===== config.mk =====
export PLATFORM = sky130hd
export DESIGN_NAME = modbus_crc_tx_seq
export DESIGN_NICKNAME = d
export VERILOG_FILES = /design/src/rtl/modbus_crc_tx_seq_pkg.sv /design/src/rtl/modbus_crc_tx_seq_down_counter.sv /design/src/rtl/modbus_crc_tx_seq.sv
export SDC_FILE = /design/constraint.sdc
export NUM_CORES = 1
export LEC_CHECK = 0
export CORE_MARGIN = 5
export CORE_UTILIZATION = 40
export DETAILED_ROUTE_END_ITERATION = 10
export PLACE_DENSITY = 0.65
export SLEW_MARGIN = 20
export SYNTH_ARGS = -nofsm -noshare
export SYNTH_HDL_FRONTEND = slang
export SYNTH_SLANG_ARGS = --single-unit
export TNS_END_PERCENT = 10

===== constraint.sdc =====
create_clock -name i_clk -period 2.6 [get_ports i_clk]
set_clock_uncertainty 0.15 [all_clocks]
set_input_delay 0.39 -clock i_clk [delete_from_list [all_inputs] [get_ports i_clk]]
set_output_delay 0.39 -clock i_clk [all_outputs]
set_load 0.005 [all_outputs]

===== src/rtl/modbus_crc_tx_seq_pkg.sv =====
// Shared definitions for the Modbus CRC transmit sequencer.
//   - Default timing constants (CRC engine settle time, inter-frame silence, max payload).
//   - Sequencer state encoding.
//   - Counter width helper that stays legal for a zero maximum.
package modbus_crc_tx_seq_pkg;

  localparam int unsigned CRC_WAIT_DEF   = 17;
  localparam int unsigned MODBUS_GAP_DEF = 1750;
  localparam int unsigned MAX_LEN_DEF    = 256;

  typedef enum logic [3:0] {
    StIdle,
    StInit,
    StWaitByte,
    StByte,
    StWaitBoth,
    StCrcL,
    StWaitTxL,
    StCrcH,
    StWaitTxH,
    StGap
  } state_e;

  // Bits needed to hold 0..max_val, never less than one.
  function automatic int unsigned cnt_width(input int unsigned max_val);
    return (max_val > 0) ? $clog2(max_val + 1) : 1;
  endfunction

endpackage


===== src/rtl/modbus_crc_tx_seq_down_counter.sv =====
// Loadable down counter that stops at zero.
//   i_clk      : clock
//   i_rst      : synchronous reset, active-high (count -> 0)
//   i_load     : load i_load_val this cycle (priority over decrement)
//   i_load_val : value to load
//   o_zero     : count is zero
module modbus_crc_tx_seq_down_counter #(
  parameter int unsigned WIDTH = 8
) (
  input  logic             i_clk,
  input  logic             i_rst,
  input  logic             i_load,
  input  logic [WIDTH-1:0] i_load_val,
  output logic             o_zero
);

  logic [WIDTH-1:0] r_count;

  always_ff @(posedge i_clk) begin
    if (i_rst) begin
      r_count <= '0;
    end else if (i_load) begin
      r_count <= i_load_val;
    end else if (r_count != '0) begin
      r_count <= r_count - 1'b1;
    end
  end

  assign o_zero = (r_count == '0);

endmodule


===== src/rtl/modbus_crc_tx_seq.sv =====
// Modbus RTU frame sequencer between a byte source and a UART transmitter.
// Each frame: init the CRC16 engine, then per payload byte pulse crc_load and tx_start together,
// wait for both the CRC engine and the UART, and finally append CRC low then high byte.
// A minimum silence follows every frame before the next one may start.
//   i_clk, i_rst                    : clock, synchronous active-high reset
//   i_s_valid/i_s_data/i_s_last     : payload byte stream in, o_s_ready handshake
//   o_crc_init/o_crc_load/o_crc_byte: CRC engine control, i_crc_l/i_crc_h its result
//   o_tx_start/o_tx_data/i_tx_busy  : UART transmitter interface
//   o_busy       : frame in progress (acceptance through end of silence)
//   o_frame_done : pulse once CRC high byte has been taken by the UART
//   o_err_len    : frame was cut at MAX_LEN bytes without s_last; held until next frame start
module modbus_crc_tx_seq
  import modbus_crc_tx_seq_pkg::*;
#(
  parameter int unsigned CRC_WAIT   = CRC_WAIT_DEF,
  parameter int unsigned GAP_CYCLES = MODBUS_GAP_DEF,
  parameter int unsigned MAX_LEN    = MAX_LEN_DEF
) (
  input  logic       i_clk,
  input  logic       i_rst,
  input  logic       i_s_valid,
  input  logic [7:0] i_s_data,
  input  logic       i_s_last,
  output logic       o_s_ready,
  output logic       o_crc_init,
  output logic       o_crc_load,
  output logic [7:0] o_crc_byte,
  input  logic [7:0] i_crc_l,
  input  logic [7:0] i_crc_h,
  output logic       o_tx_start,
  output logic [7:0] o_tx_data,
  input  logic       i_tx_busy,
  output logic       o_busy,
  output logic       o_frame_done,
  output logic       o_err_len
);

  localparam int unsigned CntW  = $clog2(MAX_LEN + 1);
  localparam int unsigned WaitW = cnt_width(CRC_WAIT);
  localparam int unsigned GapW  = cnt_width(GAP_CYCLES);

  // The wait counter is loaded in BYTE and checked from the next cycle on, so loading
  // CRC_WAIT-1 lets the following load land exactly CRC_WAIT+2 cycles after this one
  // while the CRC result is already stable when CRCL latches it.
  localparam logic [WaitW-1:0] WaitLoad = WaitW'((CRC_WAIT > 0) ? CRC_WAIT - 1 : 0);
  localparam logic [GapW-1:0]  GapLoad  = GapW'(GAP_CYCLES);
  localparam logic [CntW-1:0]  MaxCnt   = CntW'(MAX_LEN);

  state_e          r_state, w_state_next;
  logic [7:0]      r_tx_data, r_crc_byte;
  logic            r_last;
  logic [CntW-1:0] r_cnt;
  logic            r_err_len;
  logic            r_tx_started;  // tx_start was high last cycle: tx_busy not yet trustworthy
  logic            r_frame_done;

  logic w_s_ready, w_crc_init, w_crc_load, w_tx_start;
  logic w_wait_load, w_gap_load, w_wait_zero, w_gap_zero;
  logic w_hs, w_tx_idle;

  assign w_tx_idle = ~r_tx_started & ~i_tx_busy;
  assign w_hs      = (r_state == StWaitByte) & i_s_valid & ~i_tx_busy;

  always_comb begin
    w_state_next = r_state;
    w_s_ready    = 1'b0;
    w_crc_init   = 1'b0;
    w_crc_load   = 1'b0;
    w_tx_start   = 1'b0;
    w_wait_load  = 1'b0;
    w_gap_load   = 1'b0;
    unique case (r_state)
      StIdle:     if (i_s_valid) w_state_next = StInit;
      StInit: begin
        w_crc_init   = 1'b1;
        w_state_next = StWaitByte;
      end
      StWaitByte: begin
        w_s_ready = ~i_tx_busy;
        if (w_hs) w_state_next = StByte;
      end
      StByte: begin
        w_crc_load   = 1'b1;
        w_tx_start   = 1'b1;
        w_wait_load  = 1'b1;
        w_state_next = StWaitBoth;
      end
      StWaitBoth: begin
        if (w_wait_zero && w_tx_idle) begin
          w_state_next = (r_last || (r_cnt == MaxCnt)) ? StCrcL : StWaitByte;
        end
      end
      StCrcL: begin
        w_tx_start   = 1'b1;
        w_state_next = StWaitTxL;
      end
      StWaitTxL:  if (w_tx_idle) w_state_next = StCrcH;
      StCrcH: begin
        w_tx_start   = 1'b1;
        w_state_next = StWaitTxH;
      end
      StWaitTxH: begin
        if (w_tx_idle) begin
          w_gap_load   = 1'b1;
          w_state_next = StGap;
        end
      end
      StGap:      if (w_gap_zero) w_state_next = StIdle;
      default:    w_state_next = StIdle;
    endcase
  end

  always_ff @(posedge i_clk) begin
    if (i_rst) begin
      r_state      <= StIdle;
      r_tx_data    <= 8'h00;
      r_crc_byte   <= 8'h00;
      r_last       <= 1'b0;
      r_cnt        <= '0;
      r_err_len    <= 1'b0;
      r_tx_started <= 1'b0;
      r_frame_done <= 1'b0;
    end else begin
      r_state      <= w_state_next;
      r_tx_started <= w_tx_start;
      r_frame_done <= w_gap_load;
      if (r_state == StInit) begin
        r_cnt     <= '0;
        r_err_len <= 1'b0;
      end
      if (w_hs) begin
        r_tx_data  <= i_s_data;
        r_crc_byte <= i_s_data;
        r_last     <= i_s_last;
        if (r_cnt != MaxCnt) r_cnt <= r_cnt + 1'b1;
      end
      // CRC bytes are captured only once the last wait has elapsed.
      if ((r_state == StWaitBoth) && (w_state_next == StCrcL)) begin
        r_tx_data <= i_crc_l;
        if (!r_last) r_err_len <= 1'b1;
      end
      if ((r_state == StWaitTxL) && (w_state_next == StCrcH)) r_tx_data <= i_crc_h;
    end
  end

  modbus_crc_tx_seq_down_counter #(
    .WIDTH (WaitW)
  ) u_wait_cnt (
    .i_clk      (i_clk),
    .i_rst      (i_rst),
    .i_load     (w_wait_load),
    .i_load_val (WaitLoad),
    .o_zero     (w_wait_zero)
  );

  modbus_crc_tx_seq_down_counter #(
    .WIDTH (GapW)
  ) u_gap_cnt (
    .i_clk      (i_clk),
    .i_rst      (i_rst),
    .i_load     (w_gap_load),
    .i_load_val (GapLoad),
    .o_zero     (w_gap_zero)
  );

  assign o_s_ready    = w_s_ready;
  assign o_crc_init   = w_crc_init;
  assign o_crc_load   = w_crc_load;
  assign o_crc_byte   = r_crc_byte;
  assign o_tx_start   = w_tx_start;
  assign o_tx_data    = r_tx_data;
  assign o_busy       = (r_state != StIdle);
  assign o_frame_done = r_frame_done;
  assign o_err_len    = r_err_len;

endmodule


Figure 1. Congestion heat map (run 1).
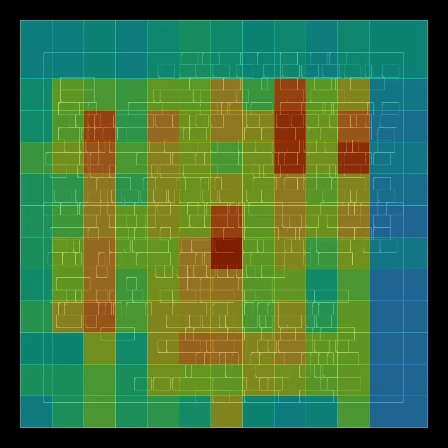
post-layout utilization of the core: 0.526
total track usage: 0.156

Figure 2. Cells coloured by class (run 1).
Scale bar: 20 um.
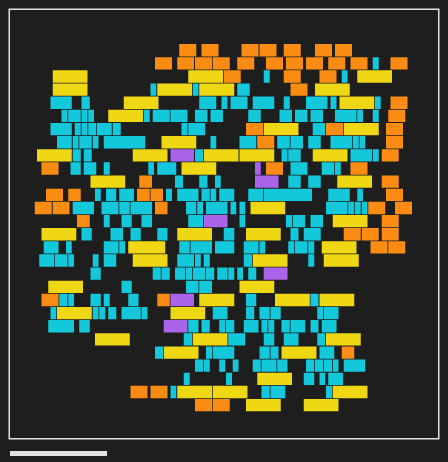
legend:
  all other logic:
    colour: cyan
    cells: 214
    share_of_their_area: 46%
  other buffers and delay cells:
    colour: orange
    cells: 59
    share_of_their_area: 19%
  flip-flops:
    colour: yellow
    cells: 49
    share_of_their_area: 32%
  clock drivers and dummy loads:
    colour: purple
    cells: 7
    share_of_their_area: 2.8%
count of standard-cell rows: 28
post-route cell area: 3130 um2
core footprint: 5960 um2
sequential fraction of total cell area: 0.314

==> run summary, run 1 <==
This memo summarizes the results of the implementation run.

Outcome
The run finished with clean final reports.

Clock tree
The clock latency of the later-clocked register in the worst-skew pair is 0.30 ns. The clock tree buffer depth is 2. The tree is rooted in a clkbuf_8. The clock net in this run drives a total of 49 sinks. TritonCTS built the clock tree. Counting the buffers created by CTS gives 5.

GRT
The via count of the first global-routing pass is 1974. Per the GRT congestion report, total overflow comes to 0. The met3 layer usage reported by global route is 0.0326. met2 track demand over resource after global routing is 0.247.

Pwr
The top contributor to total power is registers. The worst vdd rail ir drop is 0.000416 V. The power report attributes to the clock group a share of 0.218.

The leakage power is 1.13 nW. The share of total power dissipated in combinational logic is 0.332. The flow reports power dissipated in combinational cells as 0.000692 W. The sequential power share is 0.450.

Job
Warnings raised by the tools during the run amount to 28. Max-cap violations in this run came to 0.

Setup path
The required time of the worst setup path is 2.06 ns. The worst-case reg-to-reg setup slack stands at 0.26 ns. According to the timing report, the arrival time at the worst endpoint equals 1.81 ns.

The path type of the worst setup path is flop to output pin.

Worst hold path
The report gives the cell count of the worst hold path as 2.

Synthesis
The most instantiated library cell after synthesis is dfxtp_1. The number of cells in Yosys stat is 278. The post-synth register bit count is 49.

The count of library flops with an enable pin is 0. The cell type with the largest total area is dfxtp_1. The dominant register cell is dfxtp_1. In this run the cell area of the synthesized design comes to 2470 um2.

The cell-mix breakdown from Yosys lists the compound-gate area share as 0.178. The average instance area after synthesis is 8.88 um2.

Route
The wire length per cell after detailed routing is 14.5 um. The DRC violation total after the first TritonRoute iteration is 64. The sum of routed wire length over all layers is 5850 um. The routed layout reports a DRC error count of 0.

The routed via count divided by cell count is 5.25.

STA
The relative slew slack is 0.510. Final hold analysis gives a worst-case slack of 0.307 ns. Setup repair after global routing left no endpoint under its margin. The number of pins with negative max-slew slack in the final report is 0.

Die
The area of the chip is 7840 um2.

Finish
In this run the layout overhead on the synthesized area is reported as 26.8%. The finished design was reported to have a net count of 363.

Placement
Per the post-place timing report, worst setup slack is 0.0258 ns. The global placement routability congestion is 0.783. The wire-length estimate of the detail-placed layout is 4450 um.
Figure 3. Where the registers sit (run 1).
Scale bar: 20 um.
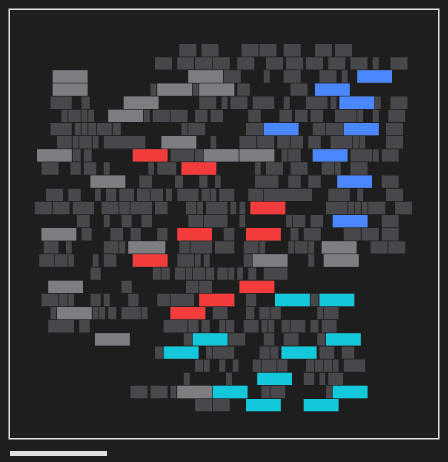
legend:
  o_tx_data:
    colour: blue
    flops: 8
  r_cnt:
    colour: red
    flops: 9
    where: centre
  u_gap_cnt.r_count:
    colour: cyan
    flops: 11
area taken by flip-flops and latches: 982 um2
sequential power: 0.000936 W

-- run 1: layer usage --
layer | wire length [um] | share of wire
met5 | 0 | 0
met4 | 56 | 0.0096
met3 | 351 | 0.060
met2 | 2670 | 0.46
met1 | 2770 | 0.47
-- run 1: cell families (layout without fill, tap and decap cells) --
logic type / Yosys count / after routing
simple gates: 123 / 123
compound gates: 55 / 55
flops: 49 / 49
mux: 10 / 10
xor+xnor: 13 / 13
buf+inv: 23 / 74
fa+ha+maj: 5 / 5
-- run 1: flip-flops by register name (all words and copies together) (netlist names) --
name and cells:
o_tx_data 8, o_err_len 1, r_last 1, o_crc_byte 8, r_cnt 9, r_tx_started 1
r_state 4, u_gap_cnt.r_count 11, u_wait_cnt.r_count 5, o_frame_done 1
-- run 1: per-stage QoR --
| step | power, W | cell area [um2] |
|---|---|---|
| finish | 0.00208 | 3130 |
| global placement | 0.00163 | 3040 |
| CTS | 0.00210 | 3130 |
| detailed placement | 0.00165 | 3040 |
| floorplan | 0.00144 | 2470 |
| global route | 0.00223 | 3130 |
-- run 1: how the worst max path moves through the flow --
stage                                        from                         to  slack (ns)  cells after the start
2_1_floorplan  u_wait_cnt.r_count[0]$_SDFFE_PP0P_  o_tx_data[0]$_SDFFE_PP0P_        0.65                      8
3_3_place_gp                            i_tx_busy  o_tx_data[3]$_SDFFE_PP0P_        0.06                      6
3_5_place_dp                            i_tx_busy  o_tx_data[3]$_SDFFE_PP0P_        0.03                      6
4_1_cts                     r_state[0]$_SDFF_PP0_                 o_crc_load        0.09                      4
5_1_grt                     r_state[1]$_SDFF_PP0_                 o_crc_init        0.05                      4
6_report                    r_state[0]$_SDFF_PP0_                 o_crc_load        0.25                      4
-- run 1: cells in the final DEF (no fill, tap or decap), types with 4 or more instances in the layout --
| cell type | synthesis | final |
|---|---|---|
| a211oi_1 | 10 | 10 |
| a21boi_0 | 9 | 9 |
| a21oi_1 | 14 | 14 |
| buf_4 | 3 | 8 |
| clkbuf_8 | 0 | 6 |
| clkdlybuf4s50_1 | 0 | 51 |
| dfxtp_1 | 49 | 48 |
| ha_1 | 5 | 5 |
| inv_1 | 8 | 8 |
| mux2i_1 | 9 | 9 |
| nand2_1 | 26 | 26 |
| nand3_1 | 7 | 7 |
| nand4_1 | 6 | 6 |
| nor2_1 | 41 | 41 |
| nor3_1 | 9 | 9 |
| o31ai_2 | 7 | 7 |
| or3_1 | 4 | 4 |
| xnor2_1 | 5 | 5 |
| xor2_1 | 8 | 8 |
-- run 1: worst max-delay path, stage by stage, from the launching register on --
cell             delay, ns
dfxtp_2               0.46
nor2b_1               0.24
nand2_1               0.09
nor2_1                0.18
clkdlybuf4s50_1       0.54
-- run 1: cell type report --
| class | count | area, um2 | area share |
|---|---|---|---|
| sequential | 49 | 982 | 0.314 |
| timing repair buffer | 59 | 571 | 0.182 |
| inverter | 8 | 30.0 | 0.00959 |
| tap | 75 | 93.8 | 0.0300 |
| clock buffer | 7 | 86.3 | 0.0276 |
| multi-input combinational | 206 | 1370 | 0.437 |
-- run 1: repair_timing --
item / 4_1_cts / 5_1_grt
resized: 0 / 1
endpoints found under the hold margin: 0 / 0
endpoints found under the setup margin: 0 / 1
Figure 4. Metal layers overlaid (run 1).
Scale bar: 20 um. Only two layers are drawn.
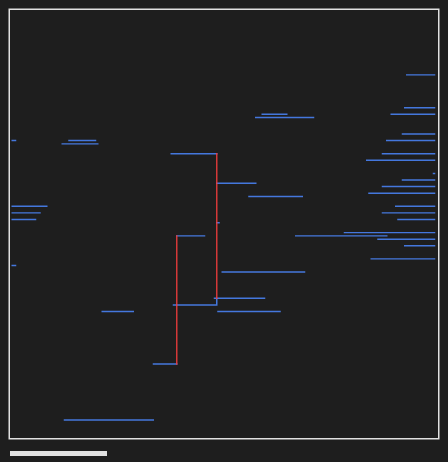

--- run 2 (diff from run 1) ---
- CORE_ASPECT_RATIO: unset -> 0.7
- GPL_ROUTABILITY_DRIVEN: unset -> 0
- SKIP_LAST_GASP: unset -> 1
Figure 5. Metal layers overlaid (run 2).
Scale bar: 20 um. Only two layers are drawn.
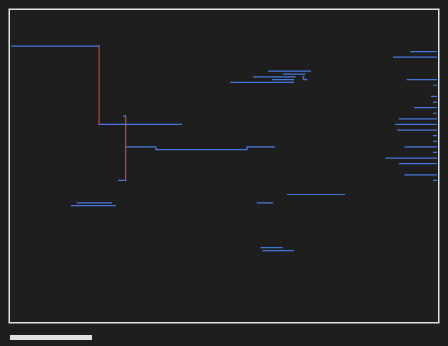
legend:
  met3:
    colour: blue
    wire_length: 276 um
  met4:
    colour: red
    wire_length: 34.7 um
total track usage: 0.153
detailed-route wire length per cell: 14.9 um
total wire length after detailed routing: 6080 um

==> run summary, run 2 <==
This memo summarizes the results of the implementation run.

Job
The total of max-cap violations is 0 (unchanged). The stage-log warning count is 28 (unchanged).

Finish
The top register by number of flip-flops is u_gap_cnt.r_count (unchanged). The layout net count is 364 (was 363). Highest-count cells in the layout ignoring fill and taps: clkdlybuf4s50_1, dfxtp_1, nor2_1, nand2_1, a21oi_1 (unchanged).

Pwr
The post-route total power is 0.00213 W (was 0.00208 W). The proportion of power drawn by the clock network is 0.230 (was 0.218). The leakage power is 1.15 nW (was 1.13 nW).

The worst vdd rail ir drop is 0.000447 V (was 0.000416 V). The part of the power in combinational logic is 0.331 (was 0.332).

Setup path
The path type of the worst setup path is flop to output pin (unchanged). The termination of the worst setup path is o_crc_load (unchanged). The critical path's top delay family is simple AND/OR/NAND/NOR gates (was buffers and inverters). The maximum single-stage delay on the critical path is 0.55 ns (was 0.54 ns). The origin of the worst setup path is r_state[0]$_SDFF_PP0_ (unchanged). Chain of cells forming the critical path: nor2b_1 > nand2_1 > nor2_1 > clkdlybuf4s50_1 (unchanged).

Route
The routed via count divided by cell count is 5.16 (was 5.25). The DRC violation total after the first TritonRoute iteration is 83 (was 64). The number of DRC violations after detailed routing is 0 (unchanged).

Synthesis
The cell type with the largest total area is dfxtp_1 (unchanged). The count of library flops with an enable pin is 0 (unchanged). The flip-flop and latch count after synthesis is 49 (unchanged).

The average instance area after synthesis is 8.88 um2 (unchanged). The dominant register cell is dfxtp_1 (unchanged).

GRT
The via count of the first global-routing pass is 1867 (was 1974).

Clock tree
The clock tree buffer depth is 2 (unchanged). The sink count of the clock tree is 49 (unchanged). The clock latency of the later-clocked register in the worst-skew pair came to 0.30 ns (about the same).

The clock tree from TritonCTS is built (unchanged). The buffer cell driving the clock tree root is clkbuf_8 (unchanged).

STA
The relative slew slack is 0.670 (was 0.510). RSZ-0062 raised after global routing: false (unchanged).

Placement
The estimated wirelength of the detail-placed design came to 4530 um (was 4450 um).

Die
The standard-cell row count was 24 (was 28). The standard cell core area came to 6100 um2 (was 5960 um2).

Outcome
Run status: finished clean (unchanged).
Figure 6. Selected gate families (run 2).
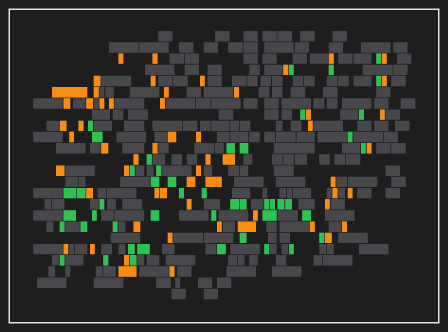
legend:
  NOR gates:
    colour: orange
    cells: 58
    most_used: nor2_1
  NAND gates:
    colour: green
    cells: 47
    most_used: nand2_1
proportion of cell area occupied by multi-input gates: 0.432
final non-filler cell total: 409
most instantiated logic cell after routing: clkdlybuf4s50_1

-- run 2: repair_timing --
action                     CTS  global route
hold buffers                 0             0
gates resized                0             1
setup endpoints to repair    0             1
hold endpoints to repair     0             0
-- run 2: tightest hold or removal path: stages (launching register included) --
cell and delay, ns:
dfxtp_1 0.32, nand2_1 0.05, a21oi_1 0.05
-- run 2: through the flow --
stage | hold WS, ns | std cells | instance area (um2) | setup slack, ns | utilization
after floorplan | 0.290 | 278 | 2470 | 0.645 | -
after global placement | 0.292 | 401 | 3070 | 0.0660 | 0.503
after detailed placement | 0.298 | 401 | 3070 | 0.0156 | 0.503
after CTS | 0.319 | 409 | 3170 | 0.152 | 0.520
after global routing | 0.332 | 409 | 3170 | 0.0435 | 0.520
final | 0.313 | 409 | 3170 | 0.176 | 0.520
-- run 2: kinds of logic after synthesis --
logic type | Yosys count
and+or+nand+nor | 123
AOI/OAI and AO/OA | 55
DFF | 49
muxes | 10
adders and majority gates | 5
buffers and inverters | 23
xor gates and xnor gates | 13
-- run 2: worst min-delay path by stage --
stage,startpoint,end,slack [ns],cells past startpoint
2_1_floorplan,u_gap_cnt.r_count[10]$_SDFFE_PP0P_,u_gap_cnt.r_count[10]$_SDFFE_PP0P_,0.29,2
3_3_place_gp,o_tx_data[3]$_SDFFE_PP0P_,o_tx_data[3]$_SDFFE_PP0P_,0.29,2
3_5_place_dp,o_tx_data[3]$_SDFFE_PP0P_,o_tx_data[3]$_SDFFE_PP0P_,0.30,2
4_1_cts,u_gap_cnt.r_count[10]$_SDFFE_PP0P_,u_gap_cnt.r_count[10]$_SDFFE_PP0P_,0.32,2
5_1_grt,o_tx_data[3]$_SDFFE_PP0P_,o_tx_data[3]$_SDFFE_PP0P_,0.33,2
6_report,u_gap_cnt.r_count[10]$_SDFFE_PP0P_,u_gap_cnt.r_count[10]$_SDFFE_PP0P_,0.31,2
-- run 2: layout make-up --
cell class,instances,area (um2),area share
multi-input cells,206,1370,0.432
flip-flops and latches,49,981,0.310
repair buffers,60,591,0.186
well taps,78,97.6,0.0308
clock buffers,7,96.3,0.0304
inverters,8,30.0,0.00948
clock inverters,1,5.00,0.00158
-- run 2: power by group through the flow --
stage | clock, W | combinational, W | sequential, W
6_report | 0.000489 | 0.000706 | 0.000936
5_1_grt | 0.000537 | 0.000788 | 0.000952
4_1_cts | 0.000510 | 0.000708 | 0.000934
3_5_place_dp | 0 | 0.000701 | 0.000950
3_3_place_gp | 0 | 0.000691 | 0.000947
2_1_floorplan | 0 | 0.000517 | 0.000927
-- run 2: routing by layer --
layer | global-route usage | share of wire
met5 | 0 | 0
met4 | 0.0302 | 0.0056
met3 | 0.0381 | 0.045
met2 | 0.232 | 0.44
met1 | 0.223 | 0.51
Figure 7. Cells coloured by class (run 2).
Scale bar: 20 um.
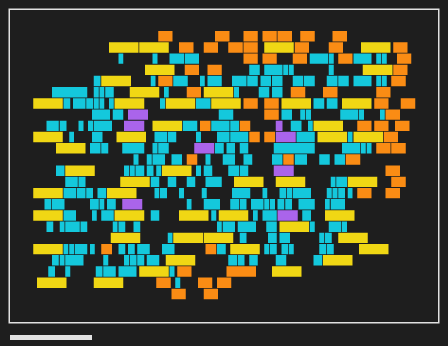

--- run 3 (diff from run 2) ---
- CORE_UTILIZATION: 40 -> 44
- PLACE_DENSITY: 0.65 -> 0.7
Figure 8. Cells coloured by class (run 3).
Scale bar: 20 um.
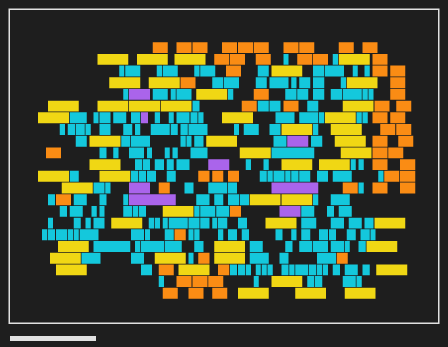
legend:
  other buffers and delay cells:
    colour: orange
    cells: 60
    share_of_their_area: 19%
  flip-flops:
    colour: yellow
    cells: 49
    share_of_their_area: 32%
  clock drivers and dummy loads:
    colour: purple
    cells: 8
    share_of_their_area: 4.3%
  all other logic:
    colour: cyan
    cells: 214
    share_of_their_area: 45%
post-layout utilization of the core: 0.596
core footprint: 5340 um2
sequential fraction of total cell area: 0.308
count of standard-cell rows: 22

Figure 9. Metal layers overlaid (run 3).
Scale bar: 20 um. Only two layers are drawn.
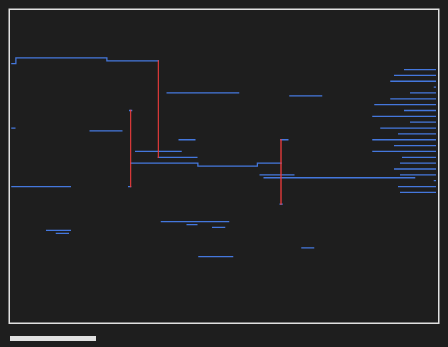
legend:
  met4:
    colour: red
    wire_length: 55.1 um
  met3:
    colour: blue
    wire_length: 420 um
total track usage: 0.173
total wire length after detailed routing: 5980 um
detailed-route wire length per cell: 14.8 um
vias after detailed routing: 2157

==> run summary, run 3 <==
This memo summarizes the results of the implementation run.

Outcome
Run status: finished clean (unchanged).

Setup path
The origin of the worst setup path is u_wait_cnt.r_count[0]$_SDFFE_PP0P_ (was r_state[0]$_SDFF_PP0_). The termination of the worst setup path is o_tx_data[2]$_SDFFE_PP0P_ (was o_crc_load). The required time of the worst setup path came to 2.67 ns (was 2.06 ns).

Clock tree
The clock tree from TritonCTS is built (unchanged). The buffer cell driving the clock tree root is clkbuf_8 (unchanged). The total clock buffers created by CTS is 5 (unchanged). The clock tree buffer depth is 2 (unchanged). The total of cells resized after clock tree synthesis is 0 (unchanged). The quantity of hold-fixing buffers added after cts came to 0 (unchanged).

Synthesis
The most instantiated library cell after synthesis is dfxtp_1 (unchanged). The dominant register cell is dfxtp_1 (unchanged). The count of library flops with an enable pin was 0 (unchanged).

The number of cells in Yosys stat is 278 (unchanged). The flip-flop and latch count after synthesis was 49 (unchanged). The cell type with the largest total area is dfxtp_1 (unchanged). The synthesized area is 2470 um2 (unchanged). The average instance area after synthesis is 8.88 um2 (unchanged).

Pwr
The post-route total power is 0.00228 W (was 0.00213 W). The leakage power is 1.16 nW (was 1.15 nW). The sequential power share came to 0.409 (was 0.439).

GRT
The via count of the first global-routing pass is 1997 (was 1867). The final global-route overflow total is 0 (unchanged).

Route
The routed via count divided by cell count came to 5.35 (was 5.16). The number of DRC violations after detailed routing is 0 (unchanged).

Placement
The estimated wirelength of the detail-placed design is 4490 um (was 4530 um). The placed instance count is 395 (was 401). The post-placement cell area was 3050 um2 (was 3070 um2).

Finish
Registers with the most flip-flops: u_gap_cnt.r_count x11, r_cnt x9 (unchanged). The logic area came to 1370 um2 (unchanged). The non-filler instance count after layout is 403 (was 409).

The top register by number of flip-flops is u_gap_cnt.r_count (unchanged). The growth of design area from synthesis to finish came to 28.8% (was 28.3%). The layout net count came to 364 (unchanged). Highest-count cells in the layout ignoring fill and taps: clkdlybuf4s50_1, dfxtp_1, nor2_1, nand2_1, a21oi_1 (unchanged). The final design area excluding fillers was 3180 um2 (was 3170 um2). The combined flip-flop and latch cell area is 981 um2 (unchanged).

The flip-flop count of the largest register after layout came to 11 (unchanged).

STA
RSZ-0062 raised after global routing: false (unchanged). The worst hold margin came to 0.320 ns (was 0.313 ns). The relative slew slack was 0.507 (was 0.670). The number of pins with negative max-slew slack in the final report is 0 (unchanged).

Die
The area of the chip is 7230 um2 (was 7870 um2).

Job
The stage-log warning count is 28 (unchanged).
[run 3: cell counts after synthesis]
Identical to the previous run, type by type.
[run 3: worst min-delay path by stage]
stage,start,depth (start not counted),to,slack [ns]
floorplan,u_gap_cnt.r_count[10]$_SDFFE_PP0P_,2,u_gap_cnt.r_count[10]$_SDFFE_PP0P_,0.29
detailed placement,o_tx_data[0]$_SDFFE_PP0P_,2,o_tx_data[0]$_SDFFE_PP0P_,0.30
global placement,o_tx_data[6]$_SDFFE_PP0P_,2,o_tx_data[6]$_SDFFE_PP0P_,0.30
finish,u_gap_cnt.r_count[10]$_SDFFE_PP0P_,2,u_gap_cnt.r_count[10]$_SDFFE_PP0P_,0.32
global route,o_tx_data[0]$_SDFFE_PP0P_,2,o_tx_data[0]$_SDFFE_PP0P_,0.35
CTS,u_gap_cnt.r_count[10]$_SDFFE_PP0P_,2,u_gap_cnt.r_count[10]$_SDFFE_PP0P_,0.32
[run 3: cells by family (layout without fill, tap and decap cells)]
logic type,Yosys count,in the layout,synth area share
AND-OR/OR-AND,55,55,0.178
XOR/XNOR,13,13,0.0461
multiplexers,10,10,0.0411
flip-flops,49,49,0.397
AND/OR/NAND/NOR,123,123,0.264
adder cells (fa/ha/maj),5,5,0.0253
buffers and inverters,23,76,0.0487
[run 3: power groups by stage]
stage	Clock, W	Sequential [W]	Combinational (W)
floorplan	0	0.000927	0.000517
global route	0.000691	0.000950	0.000803
detailed placement	0	0.000950	0.000701
finish	0.000637	0.000933	0.000708
CTS	0.000651	0.000933	0.000705
global placement	0	0.000946	0.000685
[run 3: stage by stage]
stage / setup WS, ns / utilization
2_1_floorplan: 0.645 / -
6_report: 0.219 / 0.596
5_1_grt: 0.0635 / 0.596
4_1_cts: 0.206 / 0.596
3_3_place_gp: 0.0708 / 0.571
3_5_place_dp: 0.0329 / 0.571
[run 3: final cells by class]
| class | instances | share of cell area |
|---|---|---|
| Multi-Input combinational cell | 206 | 0.430 |
| Sequential cell | 49 | 0.308 |
| Timing Repair Buffer | 60 | 0.182 |
| Tap cell | 72 | 0.0283 |
| Clock buffer | 5 | 0.0216 |
| Clock inverter | 3 | 0.0205 |
| Inverter | 8 | 0.00944 |
[run 3: layer usage]
metal	global-route usage	wire length, um	part of all wire
met5	0	0	0
met4	0.0545	55	0.0092
met3	0.0430	419	0.070
met2	0.232	2400	0.40
met1	0.264	3110	0.52
[run 3: critical path: stages (launching register included)]
cell	delay (ns)
dfxtp_1	0.33
inv_1	0.10
ha_1	0.21
nor4b_4	0.36
and3_1	0.26
a211oi_2	0.08
or2_0	0.47
o31ai_2	0.34
Power and IR drop assume default switching activity.
